==> config.mk <==
export PLATFORM = sky130hd
export DESIGN_NAME = pipe_hazard_ctrl_flat
export DESIGN_NICKNAME = d
export VERILOG_FILES = /design/src/rtl/pipe_hazard_ctrl_pkg.sv /design/src/rtl/pipe_hazard_ctrl_if.sv /design/src/rtl/pipe_perf_cnt.sv /design/src/rtl/pipe_hazard_ctrl.sv /design/src/flat_wrapper.sv
export SDC_FILE = /design/constraint.sdc
export NUM_CORES = 1
export LEC_CHECK = 0
export CORE_UTILIZATION = 25
export CTS_BUF_LIST = sky130_fd_sc_hd__clkbuf_2 sky130_fd_sc_hd__clkbuf_4 sky130_fd_sc_hd__clkbuf_8
export CTS_CLUSTER_SIZE = 24
export DETAILED_ROUTE_END_ITERATION = 10
export GPL_ROUTABILITY_DRIVEN = 1
export PLACE_DENSITY_LB_ADDON = 0.05
export SYNTH_ARGS = -nofsm -noshare
export SYNTH_HDL_FRONTEND = slang
export SYNTH_SLANG_ARGS = --single-unit
==> constraint.sdc <==
create_clock -name clk -period 2.2 [get_ports clk]
set_clock_uncertainty 0.1 [all_clocks]
set_input_delay 0.44 -clock clk [delete_from_list [all_inputs] [get_ports clk]]
set_output_delay 0.44 -clock clk [all_outputs]
set_load 0.005 [all_outputs]
==> src/rtl/pipe_hazard_ctrl_pkg.sv <==
// Shared definitions for the pipeline hazard sequencer: bubble encoding, FSM states, register index width.
package pipe_hazard_ctrl_pkg;

  localparam int unsigned REG_IDX_W = 5;
  localparam int unsigned INSTR_W   = 32;
  localparam logic [INSTR_W-1:0] NOP_INSTR = 32'h0000_0013;

  typedef enum logic {
    RUN      = 1'b0,
    MEM_WAIT = 1'b1
  } state_e;

endpackage

==> src/rtl/pipe_hazard_ctrl_if.sv <==
// Hazard-control bundle between datapath (master) and the hazard sequencer (slave).
interface pipe_hazard_ctrl_if;
  import pipe_hazard_ctrl_pkg::*;

  logic [REG_IDX_W-1:0] q2_rs1_i;
  logic [REG_IDX_W-1:0] q2_rs2_i;
  logic                 q2_use_rs1_i;
  logic                 q2_use_rs2_i;
  logic [REG_IDX_W-1:0] q3_rd_i;
  logic                 q3_mem_rd_i;
  logic                 q3_redirect_i;
  logic                 q4_mem_req_i;
  logic                 dmem_ready_i;
  logic                 pc_en_o;
  logic                 pc_sel_o;
  logic                 q1q2_en_o;
  logic                 q1q2_flush_o;
  logic                 q2q3_en_o;
  logic                 q2q3_flush_o;
  logic                 q3q4_en_o;
  logic                 q4q5_flush_o;
  logic                 err_o;

  modport master (
    output q2_rs1_i, q2_rs2_i, q2_use_rs1_i, q2_use_rs2_i, q3_rd_i, q3_mem_rd_i,
           q3_redirect_i, q4_mem_req_i, dmem_ready_i,
    input  pc_en_o, pc_sel_o, q1q2_en_o, q1q2_flush_o, q2q3_en_o, q2q3_flush_o,
           q3q4_en_o, q4q5_flush_o, err_o
  );

  modport slave (
    input  q2_rs1_i, q2_rs2_i, q2_use_rs1_i, q2_use_rs2_i, q3_rd_i, q3_mem_rd_i,
           q3_redirect_i, q4_mem_req_i, dmem_ready_i,
    output pc_en_o, pc_sel_o, q1q2_en_o, q1q2_flush_o, q2q3_en_o, q2q3_flush_o,
           q3q4_en_o, q4q5_flush_o, err_o
  );

endinterface

==> src/rtl/pipe_perf_cnt.sv <==
// Two independently enabled free-running wrap counters (stall cycles, redirect cycles).
module pipe_perf_cnt #(
  parameter int unsigned CNT_WIDTH = 32
) (
  input  logic                 clk,
  input  logic                 rst_n,
  input  logic                 stall_inc,
  input  logic                 flush_inc,
  output logic [CNT_WIDTH-1:0] stall_cnt,
  output logic [CNT_WIDTH-1:0] flush_cnt
);

  always_ff @(posedge clk or negedge rst_n) begin
    if (!rst_n) begin
      stall_cnt <= '0;
      flush_cnt <= '0;
    end else begin
      if (stall_inc) stall_cnt <= stall_cnt + CNT_WIDTH'(1);
      if (flush_inc) flush_cnt <= flush_cnt + CNT_WIDTH'(1);
    end
  end

endmodule

==> src/rtl/pipe_hazard_ctrl.sv <==
// Pipeline hazard sequencer: load-use stall, redirect squash, dmem wait freeze with sticky timeout.
// Optional perf counters under PIPE_HAZARD_PERF_EN.
module pipe_hazard_ctrl
  import pipe_hazard_ctrl_pkg::*;
#(
  parameter int unsigned MEM_TIMEOUT = 256
`ifdef PIPE_HAZARD_PERF_EN
  ,
  parameter int unsigned CNT_WIDTH = 32
`endif
) (
  input  logic                  clk,
  input  logic                  rst_n,
  pipe_hazard_ctrl_if.slave     hz
`ifdef PIPE_HAZARD_PERF_EN
  ,
  output logic [CNT_WIDTH-1:0]  stall_cnt_o,
  output logic [CNT_WIDTH-1:0]  flush_cnt_o
`endif
);

  localparam int unsigned WAIT_W = $clog2(MEM_TIMEOUT + 1);

  state_e            state, state_nxt;
  logic [WAIT_W-1:0] wait_cnt, wait_cnt_nxt;
  logic              freeze;
  logic              redirect;
  logic              load_use;
  logic              lu_match;

  // rd==x0 can never create a true dependency
  assign lu_match = hz.q3_mem_rd_i && (hz.q3_rd_i != '0) &&
                    ((hz.q2_use_rs1_i && (hz.q2_rs1_i == hz.q3_rd_i)) ||
                     (hz.q2_use_rs2_i && (hz.q2_rs2_i == hz.q3_rd_i)));

  always_ff @(posedge clk or negedge rst_n) begin
    if (!rst_n) begin
      state    <= RUN;
      wait_cnt <= '0;
      hz.err_o <= 1'b0;
    end else begin
      state    <= state_nxt;
      wait_cnt <= wait_cnt_nxt;
      if (wait_cnt_nxt == WAIT_W'(MEM_TIMEOUT)) hz.err_o <= 1'b1;
    end
  end

  always_comb begin
    state_nxt       = state;
    wait_cnt_nxt    = wait_cnt;
    freeze          = 1'b0;
    hz.pc_en_o      = 1'b1;
    hz.pc_sel_o     = 1'b0;
    hz.q1q2_en_o    = 1'b1;
    hz.q1q2_flush_o = 1'b0;
    hz.q2q3_en_o    = 1'b1;
    hz.q2q3_flush_o = 1'b0;
    hz.q3q4_en_o    = 1'b1;
    hz.q4q5_flush_o = 1'b0;

    unique case (state)
      RUN: begin
        if (hz.q4_mem_req_i && !hz.dmem_ready_i) begin
          freeze       = 1'b1;
          state_nxt    = MEM_WAIT;
          wait_cnt_nxt = WAIT_W'(1);
        end
      end
      MEM_WAIT: begin
        if (!hz.dmem_ready_i) begin
          freeze = 1'b1;
          if (wait_cnt != WAIT_W'(MEM_TIMEOUT)) wait_cnt_nxt = wait_cnt + WAIT_W'(1);
        end else begin
          state_nxt    = RUN;
          wait_cnt_nxt = '0;
        end
      end
      default: state_nxt = RUN;
    endcase

    redirect = !freeze && hz.q3_redirect_i;
    load_use = !freeze && !hz.q3_redirect_i && lu_match;

    if (freeze) begin
      hz.pc_en_o      = 1'b0;
      hz.q1q2_en_o    = 1'b0;
      hz.q2q3_en_o    = 1'b0;
      hz.q3q4_en_o    = 1'b0;
      hz.q4q5_flush_o = 1'b1;
    end else if (redirect) begin
      hz.pc_sel_o     = 1'b1;
      hz.q1q2_flush_o = 1'b1;
      hz.q2q3_flush_o = 1'b1;
    end else if (load_use) begin
      hz.pc_en_o      = 1'b0;
      hz.q1q2_en_o    = 1'b0;
      hz.q2q3_flush_o = 1'b1;
    end
  end

`ifdef PIPE_HAZARD_PERF_EN
  pipe_perf_cnt #(.CNT_WIDTH(CNT_WIDTH)) u_perf (
    .clk       (clk),
    .rst_n     (rst_n),
    .stall_inc (!hz.pc_en_o),
    .flush_inc (redirect),
    .stall_cnt (stall_cnt_o),
    .flush_cnt (flush_cnt_o)
  );
`endif

endmodule

==> src/flat_wrapper.sv <==
// flat-port wrapper written by rule: the top's interface ports become plain ports
module pipe_hazard_ctrl_flat import pipe_hazard_ctrl_pkg::*;
#(
  parameter int unsigned MEM_TIMEOUT = 256

)
  (clk, rst_n, hz_q2_rs1_i, hz_q2_rs2_i, hz_q2_use_rs1_i, hz_q2_use_rs2_i, hz_q3_rd_i, hz_q3_mem_rd_i, hz_q3_redirect_i, hz_q4_mem_req_i, hz_dmem_ready_i, hz_pc_en_o, hz_pc_sel_o, hz_q1q2_en_o, hz_q1q2_flush_o, hz_q2q3_en_o, hz_q2q3_flush_o, hz_q3q4_en_o, hz_q4q5_flush_o, hz_err_o);
  pipe_hazard_ctrl_if hz_i ();
  input  logic clk;
  input  logic rst_n;
  input wire logic [$bits(hz_i.q2_rs1_i)-1:0] hz_q2_rs1_i;
  input wire logic [$bits(hz_i.q2_rs2_i)-1:0] hz_q2_rs2_i;
  input wire logic [$bits(hz_i.q2_use_rs1_i)-1:0] hz_q2_use_rs1_i;
  input wire logic [$bits(hz_i.q2_use_rs2_i)-1:0] hz_q2_use_rs2_i;
  input wire logic [$bits(hz_i.q3_rd_i)-1:0] hz_q3_rd_i;
  input wire logic [$bits(hz_i.q3_mem_rd_i)-1:0] hz_q3_mem_rd_i;
  input wire logic [$bits(hz_i.q3_redirect_i)-1:0] hz_q3_redirect_i;
  input wire logic [$bits(hz_i.q4_mem_req_i)-1:0] hz_q4_mem_req_i;
  input wire logic [$bits(hz_i.dmem_ready_i)-1:0] hz_dmem_ready_i;
  output wire logic [$bits(hz_i.pc_en_o)-1:0] hz_pc_en_o;
  output wire logic [$bits(hz_i.pc_sel_o)-1:0] hz_pc_sel_o;
  output wire logic [$bits(hz_i.q1q2_en_o)-1:0] hz_q1q2_en_o;
  output wire logic [$bits(hz_i.q1q2_flush_o)-1:0] hz_q1q2_flush_o;
  output wire logic [$bits(hz_i.q2q3_en_o)-1:0] hz_q2q3_en_o;
  output wire logic [$bits(hz_i.q2q3_flush_o)-1:0] hz_q2q3_flush_o;
  output wire logic [$bits(hz_i.q3q4_en_o)-1:0] hz_q3q4_en_o;
  output wire logic [$bits(hz_i.q4q5_flush_o)-1:0] hz_q4q5_flush_o;
  output wire logic [$bits(hz_i.err_o)-1:0] hz_err_o;
  assign hz_i.q2_rs1_i = hz_q2_rs1_i;
  assign hz_i.q2_rs2_i = hz_q2_rs2_i;
  assign hz_i.q2_use_rs1_i = hz_q2_use_rs1_i;
  assign hz_i.q2_use_rs2_i = hz_q2_use_rs2_i;
  assign hz_i.q3_rd_i = hz_q3_rd_i;
  assign hz_i.q3_mem_rd_i = hz_q3_mem_rd_i;
  assign hz_i.q3_redirect_i = hz_q3_redirect_i;
  assign hz_i.q4_mem_req_i = hz_q4_mem_req_i;
  assign hz_i.dmem_ready_i = hz_dmem_ready_i;
  assign hz_pc_en_o = hz_i.pc_en_o;
  assign hz_pc_sel_o = hz_i.pc_sel_o;
  assign hz_q1q2_en_o = hz_i.q1q2_en_o;
  assign hz_q1q2_flush_o = hz_i.q1q2_flush_o;
  assign hz_q2q3_en_o = hz_i.q2q3_en_o;
  assign hz_q2q3_flush_o = hz_i.q2q3_flush_o;
  assign hz_q3q4_en_o = hz_i.q3q4_en_o;
  assign hz_q4q5_flush_o = hz_i.q4q5_flush_o;
  assign hz_err_o = hz_i.err_o;
  pipe_hazard_ctrl #(.MEM_TIMEOUT(MEM_TIMEOUT)) u_core (.clk(clk), .rst_n(rst_n), .hz(hz_i));
endmodule
### Clock network drawn from the DEF

Drawn at 4 px/micron.
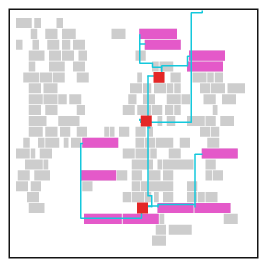
legend:
  red:
    item: clock drivers
    count: 3
  magenta:
    item: flip-flops
    count: 11
  cyan:
    item: clock wires
    length: 176 microns
routed clock nets: 4

==> out/qor.yml <==
outcome:
  status: "completed"
route:
  top_layer_used: "met4"
  wl_met3_microns: 133
  wl_met2_microns: 1250
  viasPerCell: 4.92
clocking:
  post_cts_buffers: 1
  h-tree-depth: 1
  cts_resized: 61
  cts_root_buffer: "clkbuf_4"
  clk_latency_ns: 0.28
  ctsLongestPathBuffers: 2
cells_and_area:
  area_growth_pct: 58.1
  seq_cell_count: 11
  layout_top_cell: "buf_4"
  final_cells: 191
  buffers: 51
  clock_area_share_pct: 1.95
  sh_seq_area_pct: 19.7
  comb_share_pct: 42.6
  fin_nets: 171
  n_fill_cell: 354
global_route:
  grt_first_pass_wirelength_microns: 3840
  antenna_found_initial: 0
  grt-ovfl-total: 0
  met2_usage_pct: 24.9
timing:
  finalHoldViolCount: 0
  worst_slack_ns: 0.0571
  whs_ns: 0.366
  period_used_pct: 97.4
  relSlewSlack_pct: 65.3
  rsz0062_at_grt: "yes"
placed_design:
  postPlaceCellArea_sq_um: 1340
  post-place-ws_ns: -0.741
  io_buffers: 31
  routabilityCongestion: 0.773
setup_path:
  critPathSlowestCell: "nor4_1"
  start_kind: "input pin"
  worstPathMaxFanout: 2
  max_stage_delay_ns: 0.29
synth:
  syn_nets: 121
  ys_seq_elements: 11
  synth-edff-count: 0
  ys_types: 43
  top_area_cell: "dfrtp_1"
  synthCells: 96
flow_run:
  drv_cap: 0
floorplanning:
  ioPinCount: 32
  num_rows: 21
  nWellTaps: 46
hold_path:
  hold_class: "flop to flop"
power_and_ir_drop:
  total_power_w: 0.000541
### M1 wires

Drawn at 4 px/micron.
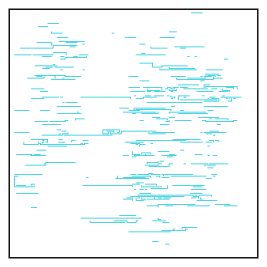
wire length on this layer: 990 microns
share of all routed wire: 41%
longest straight run: 15.2 microns

==> report_power, final <==
part | leakage, nW | internal, W | switching (W) | total [W]
registers | 0.141 | 0.000211 | 0.0000114 | 0.000223
logic | 0.526 | 0.000105 | 0.0000730 | 0.000178
clock network | 0.0177 | 0.0000675 | 0.0000728 | 0.000140
==> worst max path at each step <==
stage | to | slack, ns | start | cells after the start
final | hz_pc_en_o | 0.06 | hz_q2_rs1_i[2] | 7
after global routing | u_core.hz.err_o | -0.07 | u_core.wait_cnt[1] | 6
after CTS | u_core.hz.err_o | -0.003 | u_core.wait_cnt[1] | 6
after detailed placement | hz_pc_en_o | -0.74 | hz_q3_rd_i[0] | 5
after global placement | hz_q2q3_flush_o | -0.72 | hz_q3_rd_i[0] | 7
after floorplan | u_core.hz.err_o | 0.16 | u_core.wait_cnt[0] | 6
==> critical path, delay by kind of cell <==
| family | cells | cell delay (ns) |
|---|---|---|
| and+or+nand+nor | 3 | 0.70 |
| buffers and inverters | 2 | 0.20 |
| xor gates and xnor gates | 1 | 0.15 |
| AOI/OAI and AO/OA | 1 | 0.12 |
==> cell families (layout without fill, tap and decap cells) <==
logic type,count (synthesis),in the layout,synth area share (%)
compound gates,21,21,18.9
simple gates,41,41,29.7
buf+inv,11,60,7.85
xor+xnor,10,10,9.82
fa+ha+maj,2,2,2.80
flops,11,11,30.9
==> cells in the mapped netlist, drive strengths merged (4+ instances only) <==
cell type,instances
and3,4
buf,5
dfrtp,11
inv,5
nand2,4
nand3,4
nor2,4
nor4,5
xor2,8
==> state kept, by name (all words and copies together) (netlist names) <==
name	count
u_core.wait_cnt	9
u_core.hz.err_o	1
u_core.state	1
Power and IR drop assume default switching activity.
